===== config.mk =====
export PLATFORM = sky130hd
export DESIGN_NAME = ins_prefetch_queue
export DESIGN_NICKNAME = d
export VERILOG_FILES = /design/src/rtl/ins_prefetch_queue.sv
export SDC_FILE = /design/constraint.sdc
export NUM_CORES = 1
export LEC_CHECK = 0
export ABC_AREA = 1
export CAP_MARGIN = 20
export CORE_UTILIZATION = 55
export CTS_BUF_LIST = sky130_fd_sc_hd__clkbuf_16
export CTS_CLUSTER_SIZE = 30
export DETAILED_ROUTE_END_ITERATION = 12
export PLACE_DENSITY = 0.86
export SYNTH_ARGS = -nofsm -noshare
export SYNTH_HDL_FRONTEND = slang
export SYNTH_SLANG_ARGS = --single-unit

===== constraint.sdc =====
create_clock -name clk -period 2.09 [get_ports clk]
set_input_delay 0.3135 -clock clk [delete_from_list [all_inputs] [get_ports clk]]
set_output_delay 0.3135 -clock clk [all_outputs]
set_load 0.02 [all_outputs]

===== src/rtl/ins_prefetch_queue.sv =====
// rtl/ins_prefetch_queue.sv - instruction prefetch queue between a 1-cycle-latency ROM and the core
module ins_prefetch_queue #(
  parameter int WIDTH    = 32,
  parameter int ADDRSIZE = 12,
  parameter int DEPTH    = 4,
  parameter int PTRW     = 2
) (
  input  logic                clk,
  input  logic                rst,
  output logic                rom_en,
  output logic [ADDRSIZE-1:0] rom_addr,
  input  logic [WIDTH-1:0]    rom_data,
  output logic                ins_valid,
  output logic [WIDTH-1:0]    ins_data,
  output logic [ADDRSIZE-1:0] ins_pc,
  input  logic                ins_ready,
  input  logic                redirect,
  input  logic [ADDRSIZE-1:0] redirect_pc,
  input  logic                halt,
  output logic [PTRW:0]       count
);

  localparam int EW = WIDTH + ADDRSIZE;

  logic [ADDRSIZE-1:0] fetch_pc_q, fetch_pc_d;
  logic [ADDRSIZE-1:0] inflight_pc_q, inflight_pc_d;
  logic                inflight_q, inflight_d;
  logic [PTRW-1:0]     wr_ptr_q, wr_ptr_d;
  logic [PTRW-1:0]     rd_ptr_q, rd_ptr_d;
  logic [PTRW:0]       count_q, count_d;
  logic [EW-1:0]       mem_q [DEPTH];
  logic [EW-1:0]       mem_d [DEPTH];

  logic [PTRW+1:0]     occupancy;
  logic                issue;
  logic                push;
  logic                pop;

  // Issue decision, head presentation and handshake strobes; everything is forced quiet in reset
  always_comb begin
    occupancy = {1'b0, count_q} + {{(PTRW+1){1'b0}}, inflight_q};
    // Pre-pop occupancy keeps the space test conservative so a returning word always has a slot
    issue     = rst & ~halt & (redirect | (occupancy < (PTRW+2)'(DEPTH)));
    rom_en    = issue;
    rom_addr  = '0;
    if (rst) begin
      rom_addr = redirect ? redirect_pc : fetch_pc_q;
    end
    ins_valid = rst & (count_q != '0) & ~redirect;
    ins_data  = '0;
    ins_pc    = '0;
    if (rst) begin
      {ins_data, ins_pc} = mem_q[rd_ptr_q];
    end
    count = count_q;
    push  = inflight_q & ~redirect;
    pop   = ins_valid & ins_ready;
  end

  // Next-state for fetch pointer, in-flight tracking and FIFO bookkeeping; redirect wins over all
  always_comb begin
    fetch_pc_d    = fetch_pc_q;
    inflight_pc_d = inflight_pc_q;
    inflight_d    = 1'b0;
    wr_ptr_d      = wr_ptr_q;
    rd_ptr_d      = rd_ptr_q;
    count_d       = count_q;
    mem_d         = mem_q;

    if (issue) begin
      inflight_d    = 1'b1;
      inflight_pc_d = rom_addr;
      fetch_pc_d    = rom_addr + ADDRSIZE'(1);
    end else if (redirect) begin
      // Halted redirect: remember the target so releasing halt fetches it first
      fetch_pc_d = redirect_pc;
    end

    if (redirect) begin
      wr_ptr_d = '0;
      rd_ptr_d = '0;
      count_d  = '0;
    end else begin
      if (push) begin
        mem_d[wr_ptr_q] = {rom_data, inflight_pc_q};
        wr_ptr_d        = wr_ptr_q + PTRW'(1);
      end
      if (pop) begin
        rd_ptr_d = rd_ptr_q + PTRW'(1);
      end
      case ({push, pop})
        2'b10:   count_d = count_q + (PTRW+1)'(1);
        2'b01:   count_d = count_q - (PTRW+1)'(1);
        default: count_d = count_q;
      endcase
    end
  end

  // State register; asynchronous reset also discards any word still coming back from the ROM
  always_ff @(posedge clk or negedge rst) begin
    if (!rst) begin
      fetch_pc_q    <= '0;
      inflight_pc_q <= '0;
      inflight_q    <= 1'b0;
      wr_ptr_q      <= '0;
      rd_ptr_q      <= '0;
      count_q       <= '0;
      for (int i = 0; i < DEPTH; i++) begin
        mem_q[i] <= '0;
      end
    end else begin
      fetch_pc_q    <= fetch_pc_d;
      inflight_pc_q <= inflight_pc_d;
      inflight_q    <= inflight_d;
      wr_ptr_q      <= wr_ptr_d;
      rd_ptr_q      <= rd_ptr_d;
      count_q       <= count_d;
      mem_q         <= mem_d;
    end
  end

endmodule


Fig. 1: clock wires, drivers and flops
Scale bar: 50 um.
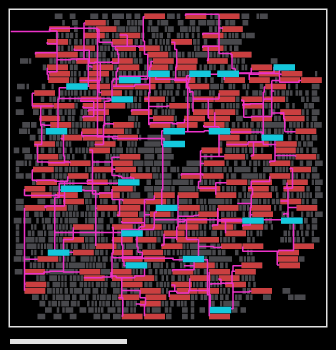
Key: flip-flops = red [count 208]; cells driving clock nets = cyan [count 22]; clock wires = magenta [length 2310 um]
There are 23 routed clock nets. Position of the flops: all over the die.

Fig. 2: routed metal, one color a layer
Scale bar: 50 um. Two of the layers only.
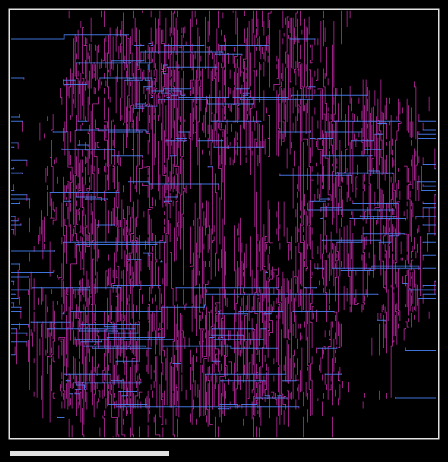
Key: met2 = magenta [wire length 12400 um]; met3 = blue [wire length 1860 um]

Fig. 3: the clock network
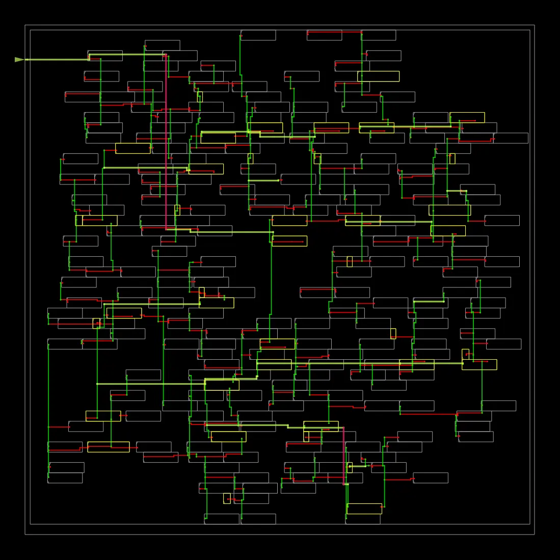
worst clock skew: 0.0180 ns
flip-flops: 208

==> flow_summary_export.csv <==
group,metric,value,unit
floorplanning,die_w,135,um
critical_path,r2r_setup_slack,0.25,ns
clock_network,root_buffer,"clkbuf_16",
pwr,clkPwrFrac,31.6,%
pwr,comb_power_share,26.0,%
critical_path,critPathLaunch,"rd_ptr_q[0]$_DFFE_PN0P_",
finish,finish.utilization,70.7,%
run_status,status,"finished with violations",
synthesis,synth_top_cell_by_count,"o21ai_0",
drt,drtPass1Iterations,5,
critical_path,r2r_cells,8,
timing,finalHoldViolCount,0,
synthesis,syn_nets,1249,
floorplanning,ios,110,
synthesis,synthCells,1194,
timing,hold_ws,0.436,ns
synthesis,syn_area_per_cell,8.10,um2
synthesis,top_area_cell,"dfrtp_1",
synthesis,synthArstFlopShare,100,%
synthesis,ys.flops,208,
synthesis,flop_cell,"dfrtp_1",
floorplanning,rows,48,
critical_path,path_max_fanout,22,
clock_network,cts.sinks,208,
clock_network,clk_latency,0.49,ns
finish,area_growth,26.0,%
drt,wirelength,25300,um
global_routing,grt_overflow,0,
worst_hold_path,hp-class,"in2async",
critical_path,crit_slowest_cell,"dfrtp_2",
synthesis,yosys-top-cells-area,"dfrtp_1 (54%), o21ai_0 (14%), nand2_1 (9.5%), nor2_1 (7.5%), inv_1 (2.9%)",
pwr,switching_share,31.2,%
timing,layout_setup_ws,-0.178,ns
critical_path,timing.rr.end,"count[2]$_DFFE_PN0P_",
drt,routed_via_density,5.57,
critical_path,cp.depth,6,
timing,slew_violations,0,
critical_path,crit_chain,"buf_6, nor2_1, nor2_1, o21ai_0, a21oi_1, buf_4",
critical_path,crit_family,"flip-flops",
clock_network,ctsHtreeMaxLevel,1,
flow_run,tool_warnings,31,
critical_path,crit_path_frequent_cell,"nor2_1",
synthesis,postSynthSeqShare,53.8,%
run_status,violations,"negative setup slack",
clock_network,cts_made_buffers,22,
clock_network,cts_buffer_depth,3,
clock_network,path_clk_slew,0.06,ns
critical_path,cp_num_buf_inv,2,
synthesis,edf_count,0,
drt,vias,8709,
drt,wl_per_cell,16.2,um
place,pre_cts_ws,-0.270,ns
global_routing,grt_usage,28.0,%
timing,worstMarginPinSlew,0.863,ns
drt,first_iter_violations,782,
global_routing,grt_pass1_wl,40700,um
floorplanning,die_area,0.0181,mm2
synthesis,yosysChipArea,0.00967,mm2
synthesis,ys_warn_count,0,
global_routing,grt_max_degree,72,
critical_path,end_kind,"primary output",
pwr,peakVddDrop,0.706,mV
timing,setup-violations-final,43,
floorplanning,initCoreUtil,56.1,%
finish,antennaDiodeCount,0,
timing,fmax,0.441,GHz
flow_run,drv_cap,0,
synthesis,ys_cells,1194,
synthesis,top_area_share,53.8,%
synthesis,synth_area,0.00967,mm2
pwr,p_sw,3830,uW
place,dpl.hpwl,14900,um
clock_network,cts_tree,"done",
critical_path,critical-path-max-stage-delay,0.50,ns
place,routabilityCongestion,0.842,
critical_path,endpoint,"ins_data[19]",
global_routing,antenna_found_initial,0,
timing,relSlewSlack,42.5,%
synthesis,ys_types,34,
pwr,seqPwrFrac,42.3,%
critical_path,start_kind,"flop",
pwr,cellLeakagePower,0.00584,uW
floorplanning,die.size.y,135,um
global_routing,grt_pass1_vias,8289,
pwr,powerDensity,1010,mW/mm2
finish,fin_nets,1377,
critical_path,crit_arrival,1.95,ns
synthesis,ys_top_cells_by_count,"o21ai_0 (272), nand2_1 (244), dfrtp_1 (208)",
drt,drtAntennaViolNets,0,
timing,rsz0062_at_grt,"yes",
drt,drc,0,
pwr,internal_power,8460,uW
floorplanning,core,0.0172,mm2
place,io_buffers,109,
timing,fin_crit,2.27,ns
timing,period_used_share,109,%
critical_path,cp.required,1.78,ns
critical_path,timing.rr.start,"count[2]$_DFFE_PN0P_",
critical_path,critical_path_class,"reg2out",
finish,drive_gt1_share,14.5,%
-- sequential cells by signal (all words and copies together), names as in the netlist --
name and cells:
mem_q 176, wr_ptr_q 2, rd_ptr_q 2, inflight_pc_q 12, inflight_q 1, count 3
fetch_pc_q 12
-- stage by stage --
stage	total power [uW]	area, um2	TNS [ns]	instances
finish	12300	12200	-4.18	1563
global route	12900	12200	-7.61	1563
CTS	12100	12000	-2.75	1557
detailed placement	8190	11300	-3.90	1508
global placement	8050	11300	-2.67	1508
floorplan	6950	9670	0	1194
-- worst min-delay path: cells and delay by family --
kind / cells / cell delay (ns)
buf+inv: 3 / 1.05
-- power by group through the flow --
stage	clock, uW	combinational, uW	sequential [uW]
final	3890	3200	5200
after global routing	4080	3550	5280
after CTS	3920	3050	5170
after detailed placement	0	2970	5220
after global placement	0	2870	5180
after floorplan	0	1820	5120
-- cell families after synthesis --
family	share of synthesized area [%]
AOI/OAI and AO/OA	17.7
xor gates and xnor gates	0.453
adders and majority gates	0.854
buffers and inverters	7.43
DFF	53.8
and+or+nand+nor	19.7
-- repair_timing --
action	4_1_cts	5_1_grt
cloned	3	2
buffers inserted	5	4
hold endpoints to repair	60	22
pin swaps	15	14
endpoints found under the setup margin	58	126
hold buffers	1	2
gates resized	261	67
-- per-layer routing --
| metal | up-vias | share of wire, % | GRT usage [%] |
|---|---|---|---|
| met5 | - | 0 | 0 |
| li1 | 4101 | - | - |
| met4 | 0 | 1.2 | 6.93 |
| met2 | 377 | 49 | 47.5 |
| met1 | 4199 | 42 | 38.3 |
| met3 | 32 | 7.3 | 3.94 |
-- area by class of cell --
type | instances | area (um2)
timing repair buffer | 181 | 1850
fill | 1257 | 5050
multi-input combinational | 827 | 3800
clock buffer | 23 | 576
clock inverter | 17 | 149
inverter | 82 | 320
sequential | 208 | 5210
tap | 225 | 282
-- how the worst min path moves through the flow --
stage | from | to | slack (ns)
6_report | rst | mem_q[140]$_DFFE_PN0P_ | 0.44
5_1_grt | rom_data[15] | mem_q[27]$_DFFE_PN0P_ | 0.46
4_1_cts | rom_data[14] | mem_q[114]$_DFFE_PN0P_ | 0.43
3_5_place_dp | rst | fetch_pc_q[6]$_DFF_PN0_ | 0.30
3_3_place_gp | rst | fetch_pc_q[8]$_DFF_PN0_ | 0.30
2_1_floorplan | rst | count[0]$_DFFE_PN0P_ | 0.02
-- cells in the final DEF (no fill, tap or decap), types with 6 or more instances in the layout --
cell type	instances
nand2_1	244
o21ai_0	224
dfrtp_1	206
nor2_1	187
inv_1	80
buf_4	77
o21ai_1	65
clkdlybuf4s50_1	50
a21oi_1	39
clkbuf_16	25
buf_12	19
nand3_1	13
nand2_2	9
dlygate4sd2_1	9
buf_6	9
a21oi_2	7
nor2_2	6
nor2_4	6
Power figures rest on the tool's default switching activity, not on a simulated workload.
